### config.mk
export PLATFORM = sky130hd
export DESIGN_NAME = ahb_i2c_ctrl_fifo_flat
export DESIGN_NICKNAME = d
export VERILOG_FILES = /design/src/rtl/ahb_i2c_pkg.sv /design/src/rtl/ahb_i2c_ctrl_fifo_if.sv /design/src/rtl/i2c_sync_fifo.sv /design/src/rtl/ahb_i2c_ctrl_fifo.sv /design/src/flat_wrapper.sv
export SDC_FILE = /design/constraint.sdc
export NUM_CORES = 1
export LEC_CHECK = 0
export CORE_AREA = 2 2 106 108
export DETAILED_ROUTE_END_ITERATION = 8
export DIE_AREA = 0 0 108 110
export MAX_ROUTING_LAYER = met4
export PLACE_DENSITY = 0.87
export SETUP_SLACK_MARGIN = 0.1
export SLEW_MARGIN = 20
export SYNTH_ARGS = -nofsm -noshare
export SYNTH_HDL_FRONTEND = slang
export SYNTH_SLANG_ARGS = --single-unit
### constraint.sdc
create_clock -name HCLK -period 7.55 [get_ports HCLK]
set_input_delay 1.51 -clock HCLK [delete_from_list [all_inputs] [get_ports HCLK]]
set_output_delay 1.51 -clock HCLK [all_outputs]
set_load 0.05 [all_outputs]
### src/rtl/ahb_i2c_pkg.sv
// Shared constants for the AHB-Lite I2C control front-end.
// Register map, bit positions, reset constants and bus-phase bundle.
package ahb_i2c_pkg;

  localparam logic [4:0] OFS_CFG    = 5'h00;
  localparam logic [4:0] OFS_CTRL   = 5'h04;
  localparam logic [4:0] OFS_STATUS = 5'h08;
  localparam logic [4:0] OFS_DATA   = 5'h0c;
  localparam logic [4:0] OFS_IRQ_EN = 5'h10;
  localparam logic [4:0] OFS_LEVEL  = 5'h14;

  localparam int CTRL_START = 0;
  localparam int CTRL_STOP  = 1;
  localparam int CTRL_ADACK = 2;
  localparam int CTRL_ACK   = 4;
  localparam int CTRL_MS    = 5;
  localparam int CTRL_AUTO  = 6;
  localparam int CTRL_EN    = 7;
  localparam int CTRL_TXFL  = 8;
  localparam int CTRL_RXFL  = 9;

  localparam int ST_RXNE  = 0;
  localparam int ST_STOPF = 1;
  localparam int ST_TXE   = 2;
  localparam int ST_TXF   = 3;
  localparam int ST_NACK  = 4;
  localparam int ST_SBF   = 5;
  localparam int ST_RXF   = 6;
  localparam int ST_RXOVF = 7;
  localparam int ST_TXOVF = 8;

  localparam logic [8:0] IRQ_MASK = 9'h195;

  localparam logic       CFG_WR_RST  = 1'b1;
  localparam logic [6:0] CFG_ADR_RST = 7'h5a;

  typedef struct packed {
    logic       vld;
    logic       wr;
    logic [4:0] addr;
  } ahb_ap_t;

endpackage

### src/rtl/ahb_i2c_ctrl_fifo_if.sv
// AHB-Lite slave port bundle for the I2C control front-end.
// The master modport is the bus side, the slave modport the register block.
interface ahb_i2c_ctrl_fifo_if;
  logic        HSEL;
  logic        HWRITE;
  logic        HREADY;
  logic [31:0] HADDR;
  logic [1:0]  HTRANS;
  logic [2:0]  HSIZE;
  logic [3:0]  HPROT;
  logic [31:0] HWDATA;
  logic [31:0] HRDATA;
  logic        HREADYOUT;
  logic        HRESP;

  modport master (
    output HSEL, HWRITE, HREADY, HADDR,
    output HTRANS, HSIZE, HPROT, HWDATA,
    input  HRDATA, HREADYOUT, HRESP
  );

  modport slave (
    input  HSEL, HWRITE, HREADY, HADDR,
    input  HTRANS, HSIZE, HPROT, HWDATA,
    output HRDATA, HREADYOUT, HRESP
  );
endinterface

### src/rtl/i2c_sync_fifo.sv
// Synchronous show-ahead FIFO with flush and fill level.
// Pointers carry one extra wrap bit so full and empty are distinct.
module i2c_sync_fifo #(
  parameter int WIDTH = 8,
  parameter int DEPTH = 4
) (
  input  logic                     HCLK,
  input  logic                     HRESETn,
  input  logic                     push,
  input  logic                     pop,
  input  logic                     flush,
  input  logic [WIDTH-1:0]         din,
  output logic [WIDTH-1:0]         head,
  output logic                     full,
  output logic                     empty,
  output logic [$clog2(DEPTH):0]   level
);

  localparam int AW = $clog2(DEPTH);
  localparam logic [AW:0] FULL_LVL = DEPTH[AW:0];
  localparam logic [AW:0] ONE = {{AW{1'b0}}, 1'b1};

  logic [AW:0]      wptr;
  logic [AW:0]      rptr;
  logic [WIDTH-1:0] mem [DEPTH];
  logic             do_pop;
  logic             do_push;

  assign level   = wptr - rptr;
  assign empty   = (wptr == rptr);
  assign full    = (level == FULL_LVL);
  assign do_pop  = pop & ~empty;
  // a pop frees the slot, so a full FIFO still takes the push
  assign do_push = push & (~full | do_pop);
  assign head    = mem[rptr[AW-1:0]];

  always_ff @(posedge HCLK or negedge HRESETn) begin
    if (!HRESETn) begin
      wptr <= '0;
      rptr <= '0;
    end else if (flush) begin
      wptr <= '0;
      rptr <= '0;
    end else begin
      if (do_push) wptr <= wptr + ONE;
      if (do_pop)  rptr <= rptr + ONE;
    end
  end

  always_ff @(posedge HCLK) begin
    if (do_push & ~flush) mem[wptr[AW-1:0]] <= din;
  end

endmodule

### src/rtl/ahb_i2c_ctrl_fifo.sv
// AHB-Lite register front-end for the I2C engine.
// TX/RX byte FIFOs, sticky W1C status and a maskable registered irq.
module ahb_i2c_ctrl_fifo
  import ahb_i2c_pkg::*;
#(
  parameter int         TX_DEPTH = 4,
  parameter int         RX_DEPTH = 4,
  parameter int         CNT_W    = 8,
  parameter logic [6:0] ADR_RST  = CFG_ADR_RST
) (
  input  logic             HCLK,
  input  logic             HRESETn,
  ahb_i2c_ctrl_fifo_if.slave bus,
  output logic             i2c_en,
  output logic             i2c_auto,
  output logic             i2c_ms,
  output logic             i2c_ack,
  output logic             i2c_autodetectack_en,
  output logic             i2c_stop,
  output logic             i2c_start,
  output logic             i2c_wr_r,
  output logic [6:0]       i2c_adr_r,
  output logic [CNT_W-1:0] cnt_set,
  input  logic             i2c_wr_slv,
  input  logic             stop_f,
  input  logic             sigbyte_finishf,
  input  logic             i2c_nackf_set,
  output logic             tx_valid,
  output logic [7:0]       tx_data,
  input  logic             tx_ready,
  input  logic             rx_valid,
  input  logic [7:0]       rx_data,
  output logic             irq
);

  localparam int TAW = $clog2(TX_DEPTH);
  localparam int RAW = $clog2(RX_DEPTH);

  ahb_ap_t    ap;
  logic       wr, rd;
  logic       h_cfg, h_ctrl, h_st;
  logic       h_data, h_ien, h_lvl;
  logic       tx_full, tx_empty;
  logic       rx_full, rx_empty;
  logic       tx_push, tx_flush;
  logic       rx_pop, rx_flush;
  logic [7:0] rx_head;
  logic [TAW:0] tx_level;
  logic [RAW:0] rx_level;
  logic       nack, rx_ovf, tx_ovf;
  logic       w1c;
  logic       tx_ovf_set, rx_ovf_set;
  logic [8:0] irq_en;
  logic [8:0] irq_src;
  logic       unused_ok;

  assign bus.HREADYOUT = 1'b1;
  assign bus.HRESP     = 1'b0;
  assign unused_ok = ^{bus.HADDR[31:5], bus.HSIZE,
                       bus.HPROT, bus.HTRANS[0],
                       bus.HWDATA};

  always_ff @(posedge HCLK or negedge HRESETn) begin
    if (!HRESETn) begin
      ap <= '0;
    end else begin
      ap.vld  <= bus.HSEL & bus.HTRANS[1] & bus.HREADY;
      ap.wr   <= bus.HWRITE;
      ap.addr <= bus.HADDR[4:0];
    end
  end

  assign wr     = ap.vld & ap.wr;
  assign rd     = ap.vld & ~ap.wr;
  assign h_cfg  = (ap.addr == OFS_CFG);
  assign h_ctrl = (ap.addr == OFS_CTRL);
  assign h_st   = (ap.addr == OFS_STATUS);
  assign h_data = (ap.addr == OFS_DATA);
  assign h_ien  = (ap.addr == OFS_IRQ_EN);
  assign h_lvl  = (ap.addr == OFS_LEVEL);

  assign tx_push  = wr & h_data;
  assign tx_flush = wr & h_ctrl & bus.HWDATA[CTRL_TXFL];
  assign rx_flush = wr & h_ctrl & bus.HWDATA[CTRL_RXFL];
  assign rx_pop   = rd & h_data & ~rx_empty;
  assign tx_valid = ~tx_empty;
  assign w1c      = wr & h_st;

  i2c_sync_fifo #(.WIDTH(8), .DEPTH(TX_DEPTH)) u_tx (
    .HCLK    (HCLK),
    .HRESETn (HRESETn),
    .push    (tx_push),
    .pop     (tx_ready),
    .flush   (tx_flush),
    .din     (bus.HWDATA[7:0]),
    .head    (tx_data),
    .full    (tx_full),
    .empty   (tx_empty),
    .level   (tx_level)
  );

  i2c_sync_fifo #(.WIDTH(8), .DEPTH(RX_DEPTH)) u_rx (
    .HCLK    (HCLK),
    .HRESETn (HRESETn),
    .push    (rx_valid),
    .pop     (rx_pop),
    .flush   (rx_flush),
    .din     (rx_data),
    .head    (rx_head),
    .full    (rx_full),
    .empty   (rx_empty),
    .level   (rx_level)
  );

  // overflow only when the byte is really lost
  assign tx_ovf_set = tx_push & tx_full
                    & ~(tx_ready & ~tx_empty)
                    & ~tx_flush;
  assign rx_ovf_set = rx_valid & rx_full
                    & ~rx_pop & ~rx_flush;

  always_ff @(posedge HCLK or negedge HRESETn) begin
    if (!HRESETn) begin
      i2c_wr_r  <= CFG_WR_RST;
      i2c_adr_r <= ADR_RST;
      cnt_set   <= '1;
    end else if (wr & h_cfg) begin
      {cnt_set, i2c_adr_r, i2c_wr_r} <=
        bus.HWDATA[CNT_W+7:0];
    end
  end

  always_ff @(posedge HCLK or negedge HRESETn) begin
    if (!HRESETn) begin
      i2c_start            <= 1'b0;
      i2c_stop             <= 1'b0;
      i2c_autodetectack_en <= 1'b0;
      i2c_ack              <= 1'b0;
      i2c_ms               <= 1'b0;
      i2c_auto             <= 1'b0;
      i2c_en               <= 1'b0;
    end else begin
      i2c_start <= wr & h_ctrl & bus.HWDATA[CTRL_START];
      if (wr & h_ctrl) begin
        i2c_stop             <= bus.HWDATA[CTRL_STOP];
        i2c_autodetectack_en <= bus.HWDATA[CTRL_ADACK];
        i2c_ack              <= bus.HWDATA[CTRL_ACK];
        i2c_ms               <= bus.HWDATA[CTRL_MS];
        i2c_auto             <= bus.HWDATA[CTRL_AUTO];
        i2c_en               <= bus.HWDATA[CTRL_EN];
      end else if (stop_f & ~i2c_auto) begin
        i2c_stop <= 1'b0;
      end
    end
  end

  // set term is OR-ed last so a coincident event beats the clear
  always_ff @(posedge HCLK or negedge HRESETn) begin
    if (!HRESETn) begin
      nack   <= 1'b0;
      rx_ovf <= 1'b0;
      tx_ovf <= 1'b0;
      irq_en <= '0;
      irq    <= 1'b0;
    end else begin
      nack   <= i2c_nackf_set
              | (nack & ~(w1c & bus.HWDATA[ST_NACK]));
      rx_ovf <= rx_ovf_set
              | (rx_ovf & ~(w1c & bus.HWDATA[ST_RXOVF]));
      tx_ovf <= tx_ovf_set
              | (tx_ovf & ~(w1c & bus.HWDATA[ST_TXOVF]));
      if (wr & h_ien) irq_en <= bus.HWDATA[8:0] & IRQ_MASK;
      irq <= |(irq_en & irq_src);
    end
  end

  assign irq_src = {tx_ovf, rx_ovf, 2'b00, nack,
                    1'b0, tx_empty, 1'b0, ~rx_empty};

  always_comb begin
    bus.HRDATA = '0;
    if (rd) begin
      unique case (1'b1)
        h_cfg: bus.HRDATA = {{(24-CNT_W){1'b0}}, cnt_set,
                             i2c_adr_r,
                             i2c_ms ? i2c_wr_slv : i2c_wr_r};
        h_ctrl: bus.HRDATA = {24'b0, i2c_en, i2c_auto,
                              i2c_ms, i2c_ack, 1'b0,
                              i2c_autodetectack_en,
                              i2c_stop, 1'b0};
        h_st: bus.HRDATA = {23'b0, tx_ovf, rx_ovf, rx_full,
                            sigbyte_finishf, nack, tx_full,
                            tx_empty, stop_f, ~rx_empty};
        h_data: bus.HRDATA = rx_empty ? 32'b0
                                      : {24'b0, rx_head};
        h_ien: bus.HRDATA = {23'b0, irq_en};
        h_lvl: bus.HRDATA = {16'(rx_level), 16'(tx_level)};
        default: bus.HRDATA = '0;
      endcase
    end
  end

endmodule

### src/flat_wrapper.sv
// flat-port wrapper written by rule: the top's interface ports become plain ports
module ahb_i2c_ctrl_fifo_flat import ahb_i2c_pkg::*;
#(
  parameter int         TX_DEPTH = 4,
  parameter int         RX_DEPTH = 4,
  parameter int         CNT_W    = 8,
  parameter logic [6:0] ADR_RST  = CFG_ADR_RST
)
  (HCLK, HRESETn, i2c_en, i2c_auto, i2c_ms, i2c_ack, i2c_autodetectack_en, i2c_stop, i2c_start, i2c_wr_r, i2c_adr_r, cnt_set, i2c_wr_slv, stop_f, sigbyte_finishf, i2c_nackf_set, tx_valid, tx_data, tx_ready, rx_valid, rx_data, irq, bus_HSEL, bus_HWRITE, bus_HREADY, bus_HADDR, bus_HTRANS, bus_HSIZE, bus_HPROT, bus_HWDATA, bus_HRDATA, bus_HREADYOUT, bus_HRESP);
  ahb_i2c_ctrl_fifo_if bus_i ();
  input  logic HCLK;
  input  logic HRESETn;
  output logic i2c_en;
  output logic i2c_auto;
  output logic i2c_ms;
  output logic i2c_ack;
  output logic i2c_autodetectack_en;
  output logic i2c_stop;
  output logic i2c_start;
  output logic i2c_wr_r;
  output logic [6:0] i2c_adr_r;
  output logic [CNT_W-1:0] cnt_set;
  input  logic i2c_wr_slv;
  input  logic stop_f;
  input  logic sigbyte_finishf;
  input  logic i2c_nackf_set;
  output logic tx_valid;
  output logic [7:0] tx_data;
  input  logic tx_ready;
  input  logic rx_valid;
  input  logic [7:0] rx_data;
  output logic irq;
  input wire logic [$bits(bus_i.HSEL)-1:0] bus_HSEL;
  input wire logic [$bits(bus_i.HWRITE)-1:0] bus_HWRITE;
  input wire logic [$bits(bus_i.HREADY)-1:0] bus_HREADY;
  input wire logic [$bits(bus_i.HADDR)-1:0] bus_HADDR;
  input wire logic [$bits(bus_i.HTRANS)-1:0] bus_HTRANS;
  input wire logic [$bits(bus_i.HSIZE)-1:0] bus_HSIZE;
  input wire logic [$bits(bus_i.HPROT)-1:0] bus_HPROT;
  input wire logic [$bits(bus_i.HWDATA)-1:0] bus_HWDATA;
  output wire logic [$bits(bus_i.HRDATA)-1:0] bus_HRDATA;
  output wire logic [$bits(bus_i.HREADYOUT)-1:0] bus_HREADYOUT;
  output wire logic [$bits(bus_i.HRESP)-1:0] bus_HRESP;
  assign bus_i.HSEL = bus_HSEL;
  assign bus_i.HWRITE = bus_HWRITE;
  assign bus_i.HREADY = bus_HREADY;
  assign bus_i.HADDR = bus_HADDR;
  assign bus_i.HTRANS = bus_HTRANS;
  assign bus_i.HSIZE = bus_HSIZE;
  assign bus_i.HPROT = bus_HPROT;
  assign bus_i.HWDATA = bus_HWDATA;
  assign bus_HRDATA = bus_i.HRDATA;
  assign bus_HREADYOUT = bus_i.HREADYOUT;
  assign bus_HRESP = bus_i.HRESP;
  ahb_i2c_ctrl_fifo #(.TX_DEPTH(TX_DEPTH), .RX_DEPTH(RX_DEPTH), .CNT_W(CNT_W), .ADR_RST(ADR_RST)) u_core (.HCLK(HCLK), .HRESETn(HRESETn), .bus(bus_i), .i2c_en(i2c_en), .i2c_auto(i2c_auto), .i2c_ms(i2c_ms), .i2c_ack(i2c_ack), .i2c_autodetectack_en(i2c_autodetectack_en), .i2c_stop(i2c_stop), .i2c_start(i2c_start), .i2c_wr_r(i2c_wr_r), .i2c_adr_r(i2c_adr_r), .cnt_set(cnt_set), .i2c_wr_slv(i2c_wr_slv), .stop_f(stop_f), .sigbyte_finishf(sigbyte_finishf), .i2c_nackf_set(i2c_nackf_set), .tx_valid(tx_valid), .tx_data(tx_data), .tx_ready(tx_ready), .rx_valid(rx_valid), .rx_data(rx_data), .irq(irq));
endmodule
### Supply network, run 1

Scale: 4 px per um. Pins as bars on the die edge.
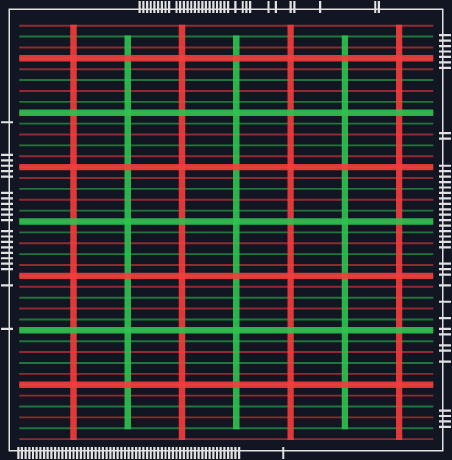
net	color
VSS	red
VDD	green
met1 rails	39
met5 straps	7
worst supply voltage drop on vdd: 206 uV
die y size: 110 um

### Local utilization, run 1

Scale: 2 px per um. The die is cut into 11 by 11 equal tiles; white is low, dark blue is high, 0 to 100% covered.
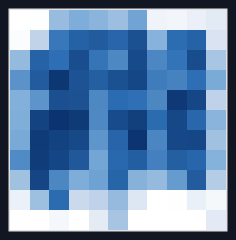
mean over tiles	56%
tiles over 75% full	40%
fullest tile	99%
nearly empty tiles	9.9%
emptiest ninth of the die	bottom right
core region area: 10700 sq um
effective utilization at floorplan: 49.6%
fraction of the core area covered by cells at the end of the flow: 63.8%

### Congestion heat map, run 1

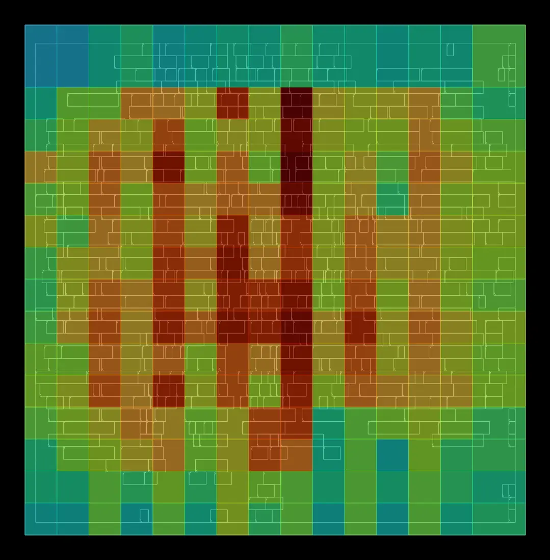
global-route met2 utilization: 40.3%
Global Route met3 Usage: 4.53%
post-DR wirelength/cell: 20.5 um
busiest layer in global routing: met2

==> flow_metrics.rpt, run 1 <==
RUN METRICS
----------------------------------------------------
[Clock tree]
  CTS Root Buffer Type ........................ clkbuf_8
  # Post-CTS Setup Buffers ........................ 0
  Clock slew at reported path FFs ........................ 60 ps
  CTS H-tree lvls ........................ 4
  Clock Sink Count ........................ 115
  CTS tree ........................ built
  Number of hold buffers added after cts ........................ 0
  Num CTS Buffers ........................ 17

[Final layout]
  Sequential Area ........................ between 3000 and 4000 sq um
  Ant diodes ........................ 0
  Buffers excl. clock ........................ ~94
  Layout cell share with drive strength beyond 1 ........................ 19.5%
  Buffer share of cell area ........................ 13.6%
  Highest-count cells in the layout ignoring fill and taps ........................ clkdlybuf4s50_1 (91), edfxtp_1 (64), dfrtp_1 (38)
  Most common library cell in the layout ignoring fill and taps ........................ clkdlybuf4s50_1
  Count of clock buffers in the final design ........................ 19
  Sequential portion of the cell area ........................ 47.1%
  Area occupied by multi-input gates ........................ 1910 sq um
  Fraction of area in multi-input gates ........................ around 28%
  Filler Cell Count ........................ 785
  Dominant class by area ........................ registers
  Non-CTS inverters ........................ 15
  Number of nets in the layout ........................ between 500 and 600
  Multi-input gates ........................ 217
  Area fraction of clock buffers and clock inverters ........................ under 10%

[Worst setup path]
  Largest driver fanout on the critical path ........................ 11
  Reg-to-Reg End ........................ u_core.u_tx.mem[0][1]$_DFFE_PP_
  Worst Path Required ........................ 6040 ps
  Worst setup slack for register-to-register paths ........................ ~4500 ps
  Critical path origin ........................ u_core.u_rx.rptr[0]$_DFFE_PN0P_
  FF-to-FF Start ........................ u_core.u_tx.rptr[0]$_DFFE_PN0P_
  Setup CP Type ........................ reg2out
  Endpoint class of the critical path ........................ output pin
  Startpoint types ........................ flip-flop

[Timing]
  Setup TNS after final layout ........................ 0 ps
  Fmax ........................ 199 MHz
  Unrepaired setup endpoints after global routing ........................ false
  Crit path time final ........................ 5040 ps
  Least-Margin Pin Slew ........................ about 1100 ps
  Worst setup skew after layout ........................ a little under 7 ps
  Post-layout period usage of the worst path ........................ about two thirds

[Global route]
  Global-route wire length before repair ........................ between 15000 and 20000 um
  Antenna violations before repair ........................ 0
  Pin count of the biggest net entering global routing ........................ ~52
  Global-route congestion overflow total ........................ 0
  Via count of the first global-routing pass ........................ around 3700
  Global-route usage over all layers ........................ around a quarter

[Routing]
  DRC violation total after the first TritonRoute iteration ........................ roughly 280
  Total length of routed wires ........................ 12500 um
  Via count ........................ around 3400
  Vias/cell ........................ 5.64
  Number of nets with antenna violations after routing ........................ 0

[Worst hold path]
  Worst min path class ........................ reg2reg
  Min-Delay Endpoint ........................ u_core.nack$_DFF_PN0_
  Hold path cells ........................ 1

[Synthesis]
  Count of distinct cell types in the synthesized netlist ........................ between 50 and 60
  Count of library flops with an enable pin ........................ roughly 64
  Synth Seq Share ........................ about three fifths
  Yosys stat area ........................ 5310 sq um
  Post-Synthesis Cells ........................ roughly 360
  Main area contributors after synthesis ........................ edfxtp_1 (36%), dfrtp_1 (18%), mux4_2 (6.8%), dfstp_2 (6.4%), mux2_2 (5.7%)
  Yosys Instances ........................ between 300 and 400
  Post-synthesis cell area ........................ ~5300 sq um
  Most frequently used flop master after synthesis ........................ edfxtp_1
  Top area contributor share ........................ 36.2%
  Synthesized area divided by synthesized cell count ........................ 14.7 sq um

[Floorplan]
  Ports placed on the boundary ........................ ~160
  Chip Area ........................ 11900 sq um
  Tap cell count ........................ ~140
  Die Span X ........................ 108 um
  Cell row count ........................ 38

[Run status]
  Run status ........................ complete, no violations

[Placement]
  Detailed placer's ending HPWL ........................ slightly below 9000 um
  Global placer's final weighted congestion ........................ 0.879

[Pwr]
  Leakage power total ........................ between 2 and 3 nW

----------------------------------------------------
run 1: metal layers:
layer	global-route usage (%)	wire [um]	vias up	share of wire [%]
li1	-	-	1534	-
met1	26.3	4760	1730	38
met2	40.3	6630	149	53
met3	4.53	740	36	5.9
met4	12.1	410	0	3.3
met5	-	0	-	0
run 1: power by group:
part	internal [mW]	switching, mW	total (mW)
logic	0.224	0.331	0.555
clock network	0.460	0.271	0.732
registers	0.748	0.0793	0.827
run 1: worst max-delay path, cell delays in order, from the launching register on:
cell,delay (ps)
dfrtp_1,780
ha_1,420
a311oi_2,540
nand2_1,100
a31oi_1,300
clkdlybuf4s50_1,860
run 1: sequential cells by signal, indices dropped and copies added (netlist names), 3 cells and up:
signal            cells
u_core.cnt_set        8
u_core.u_rx.wptr      3
u_core.u_tx.wptr      3
u_core.u_tx.rptr      3
u_core.u_rx.mem      32
u_core.ap             7
u_core.u_tx.mem      32
u_core.i2c_adr_r      7
u_core.u_rx.rptr      3
u_core.irq_en         5
run 1: cells by family after synthesis:
logic type | count (synthesis) | synth area share, %
DFF | 115 | 60.5
and+or+nand+nor | 78 | 8.11
adders and majority gates | 16 | 4.05
muxes | 56 | 15.0
buffers and inverters | 43 | 4.38
xor gates and xnor gates | 7 | 1.41
AOI/OAI and AO/OA | 45 | 6.36
other | 2 | 0.141
run 1: stage by stage:
step                      cell area, sq um  cells  hold WS (ps)
after floorplan                       5360    375           473
after global placement                6290    581           502
after detailed placement              6290    581           513
after CTS                             6830    612           523
after global routing                  6830    612           550
final                                 6830    612           531
==> inputs of run 2 (changes only) <==
--- a/config.mk
+++ b/config.mk
@@ -5,11 +5,11 @@
 export SDC_FILE = /design/constraint.sdc
 export NUM_CORES = 1
 export LEC_CHECK = 0
-export CORE_AREA = 2 2 106 108
+export CORE_AREA = 2 2 110 112
 export DETAILED_ROUTE_END_ITERATION = 8
-export DIE_AREA = 0 0 108 110
+export DIE_AREA = 0 0 112 114
 export MAX_ROUTING_LAYER = met4
-export PLACE_DENSITY = 0.87
+export PLACE_DENSITY = 0.81
 export SETUP_SLACK_MARGIN = 0.1
 export SLEW_MARGIN = 20
 export SYNTH_ARGS = -nofsm -noshare
==> constraint.sdc (replaced) <==
create_clock -name HCLK -period 4.8 [get_ports HCLK]
set_input_delay 0.96 -clock HCLK [delete_from_list [all_inputs] [get_ports HCLK]]
set_output_delay 0.96 -clock HCLK [all_outputs]
set_load 0.05 [all_outputs]
### Supply network, run 2

Scale: 4 px per um. Pins as bars on the die edge.
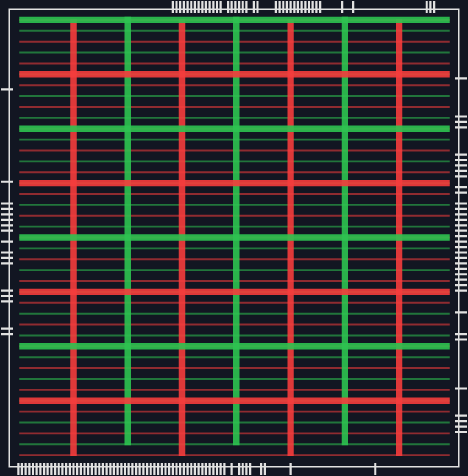
net	color
VDD	green
VSS	red
rows	40
met5 straps	8
met4 straps	7
signal pins	159
die y size: 114 um
worst supply voltage drop on vdd: 359 uV
core region area: 11700 sq um
Die Span X: 112 um

### The metal 4 layer, run 2

Scale: 3 px per um.
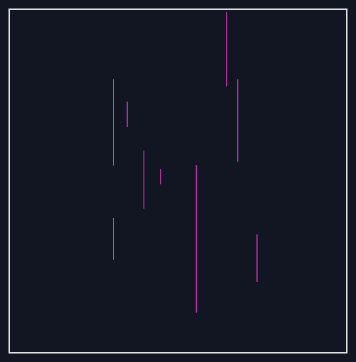
nets with wire on the layer	7
longest straight run	49.0 um
via count: 3419
total length of routed wires: 12700 um

==> run 2 against run 1 <==
  * Design area increased by 1.2%
  * Combinational power increased by 64%
  * Hold slack improved by 3.4 ps
  * Via count decreased by 0.87%
  * Utilization decreased by 4.8 points
  * Critical path type unchanged
  * Critical endpoint is now bus_HRDATA[7]
  * Largest cell class unchanged
  * Highest routed layer unchanged
==> flow_metrics.rpt, run 2 <==
RUN METRICS
----------------------------------------------------
[Run status]
  Run status ........................ complete, no violations

[Worst hold path]
  Worst min path class ........................ reg2reg
  Hold path cells ........................ 1 (unchanged)
  Min-Delay Endpoint ........................ u_core.nack$_DFF_PN0_

[Pwr]
  Fraction of power spent switching nets ........................ 31.0% (-1.3 points)
  Switching pwr ........................ 1.07 mW (+56%)
  Cell-internal power ........................ 2.38 mW (+66%)
  Fraction of power consumed by sequential logic ........................ 36.8% (-2.3 points)
  Combinational group share of total power ........................ 26.4% (about the same)
  Clk network pwr share ........................ 36.8% (+2.2 points)
  Leakage power total ........................ 2.64 nW (+1.7%)

[Floorplan]
  Effective utilization at floorplan ........................ 45.3% (-4.3 points)
  Ports placed on the boundary ........................ 159 (unchanged)
  Chip Area ........................ 12800 sq um (+7.5%)
  Cell row count ........................ 40 (+5.3%)
  Tap cell count ........................ 147 (+5.0%)

[Final layout]
  Ant diodes ........................ 0 (unchanged)
  Highest-count cells in the layout ignoring fill and taps ........................ clkdlybuf4s50_1 (91), edfxtp_1 (64), dfrtp_1 (38)
  Number of nets in the layout ........................ 570 (+0.35%)
  Area occupied by multi-input gates ........................ 1910 sq um (unchanged)
  Dominant class by area ........................ registers
  Most common library cell in the layout ignoring fill and taps ........................ clkdlybuf4s50_1
  Count of clock buffers in the final design ........................ 22 (+3)
  Buffers excl. clock ........................ 96 (+2.1%)
  Layout cell share with drive strength beyond 1 ........................ 20.4% (+0.93 points)
  Multi-input gates ........................ 217 (unchanged)
  Sequential Area ........................ 3210 sq um (unchanged)
  Fraction of area in multi-input gates ........................ 27.6% (-0.34 points)
  Non-CTS inverters ........................ 15 (unchanged)
  Sequential portion of the cell area ........................ 46.5% (-0.58 points)
  Filler Cell Count ........................ 879 (+12%)
  Buffer share of cell area ........................ 13.7% (+0.086 points)
  Layout Cell Area excl Fill ........................ 6910 sq um (+1.2%)
  Area fraction of clock buffers and clock inverters ........................ 8.64% (+0.75 points)

[Timing]
  Final Hold Fails ........................ 0
  Unrepaired setup endpoints after global routing ........................ false
  Least-Margin Pin Slew ........................ 908 ps (-216 ps)
  Fmax ........................ between 200 and 250 MHz
  Setup TNS after final layout ........................ 0 ps (unchanged)
  Post-layout period usage of the worst path ........................ a little over 90%
  Worst setup skew after layout ........................ 14.7 ps (+7.93 ps)
  Crit path time final ........................ about 4400 ps

[Worst setup path]
  Buffer and inverter count on the worst path ........................ 1 (unchanged)
  Setup CP Type ........................ reg2out
  Startpoint types ........................ flip-flop
  Worst Path Required ........................ 3840 ps (-2200 ps)
  Highest cell delay on the worst timing path ........................ 870 ps (about the same)
  FF-to-FF Start ........................ u_core.u_tx.rptr[1]$_DFFE_PN0P_
  Largest delay contributor family on the critical path ........................ AND-OR/OR-AND gates
  Largest driver fanout on the critical path ........................ 7 (-4)
  Cell-by-cell listing of the critical path ........................ or4b_4, a311oi_2, a22oi_1, a31oi_1, clkdlybuf4s50_1
  Slowest cell on the critical path ........................ clkdlybuf4s50_1
  Critical path origin ........................ u_core.ap[4]$_DFF_PN0_
  Endpoint class of the critical path ........................ output pin
  Worst setup slack for register-to-register paths ........................ 2000 ps (-2520 ps)

[Clock tree]
  Num CTS Buffers ........................ 17 (unchanged)
  CTS Root Buffer Type ........................ clkbuf_16
  Number of hold buffers added after cts ........................ 0 (unchanged)
  Clock slew at reported path FFs ........................ 50 ps (about the same)
  CTS H-tree lvls ........................ 4 (unchanged)
  Insertion delay to the later sink of the worst-skew pair ........................ around 410 ps
  CTS tree ........................ built
  # Post-CTS Setup Buffers ........................ 0 (unchanged)

[Flow run]
  Number of max-cap violations ........................ 0

[Routing]
  Vias/cell ........................ 5.50 (-2.5%)
  Detailed Routing Iterations Pass 1 ........................ 5
  Number of nets with antenna violations after routing ........................ 0 (unchanged)
  DRC violation total after the first TritonRoute iteration ........................ 289 (+3.6%)

[Synthesis]
  Count of library flops with an enable pin ........................ 64 (unchanged)
  Yosys Instances ........................ 362 (unchanged)
  Post-synthesis cell area ........................ 5310 sq um (unchanged)
  Synth Seq Share ........................ 60.5% (unchanged)
  Most frequently used flop master after synthesis ........................ edfxtp_1
  Count of distinct cell types in the synthesized netlist ........................ 55 (unchanged)
  Top area contributor share ........................ 36.2% (unchanged)
  Post-Synthesis Cells ........................ 362 (unchanged)
  Yosys stat area ........................ 5310 sq um (unchanged)
  Main area contributors after synthesis ........................ edfxtp_1 (36%), dfrtp_1 (18%), mux4_2 (6.8%), dfstp_2 (6.4%), mux2_2 (5.7%)
  Synthesized area divided by synthesized cell count ........................ 14.7 sq um (unchanged)

[Global route]
  Global-route congestion overflow total ........................ 0 (unchanged)
  Via count of the first global-routing pass ........................ 3737 (+1.4%)
  Antenna violations before repair ........................ 0 (unchanged)
  Global-route wire length before repair ........................ 20000 um (+1.7%)
  Pin count of the biggest net entering global routing ........................ 52 (unchanged)

[Placement]
  Global placer's final weighted congestion ........................ 0.966 (+9.9%)
  Detailed placer's ending HPWL ........................ 8760 um (-1.6%)
  Instance area at placement ........................ 6310 sq um (+0.38%)

----------------------------------------------------
==> run 2: cell counts after synthesis <==
Identical to the previous run, type by type.
==> run 2: worst max-delay path by stage <==
stage                     depth (start not counted)            end
after floorplan                                   6  bus_HRDATA[1]
after global placement                            5  bus_HRDATA[7]
after detailed placement                          5  bus_HRDATA[7]
after CTS                                         5  bus_HRDATA[7]
after global routing                              5  bus_HRDATA[7]
final                                             5  bus_HRDATA[7]
==> run 2: cells by family after synthesis <==
group                    after synthesis  share of synthesized area [%]
AND-OR/OR-AND                         45                           6.36
other                                  2                          0.141
flip-flops                           115                           60.5
AND/OR/NAND/NOR                       78                           8.11
buffers and inverters                 43                           4.38
XOR/XNOR                               7                           1.41
multiplexers                          56                           15.0
adder cells (fa/ha/maj)               16                           4.05
==> run 2: stage by stage <==
stage / power, mW / hold WS, ps / cells / setup WS, ps / utilization (%)
floorplan: 1.91 / 473 / 375 / 1410 / -
global placement: 2.15 / 492 / 590 / 930 / 53.9
detailed placement: 2.18 / 527 / 590 / 871 / 53.9
CTS: 3.46 / 538 / 622 / 412 / 59.0
global route: 3.58 / 554 / 622 / 261 / 59.0
finish: 3.44 / 534 / 622 / 420 / 59.0
==> run 2: power by group through the flow <==
stage               Combinational, mW  Sequential [mW]  Clock (mW)
global route                    0.978             1.28        1.33
detailed placement              0.902             1.28           0
CTS                             0.914             1.27        1.28
floorplan                       0.614             1.29           0
finish                          0.908             1.27        1.27
global placement                0.875             1.27           0
==> run 2: layer usage <==
metal | GRT usage (%) | wire (um)
met5 | - | 0
met2 | 38.0 | 6910
met1 | 24.4 | 4950
met4 | 7.07 | 190
met3 | 4.36 | 669
No activity file was given, so power comes from the tool's default toggle rates.
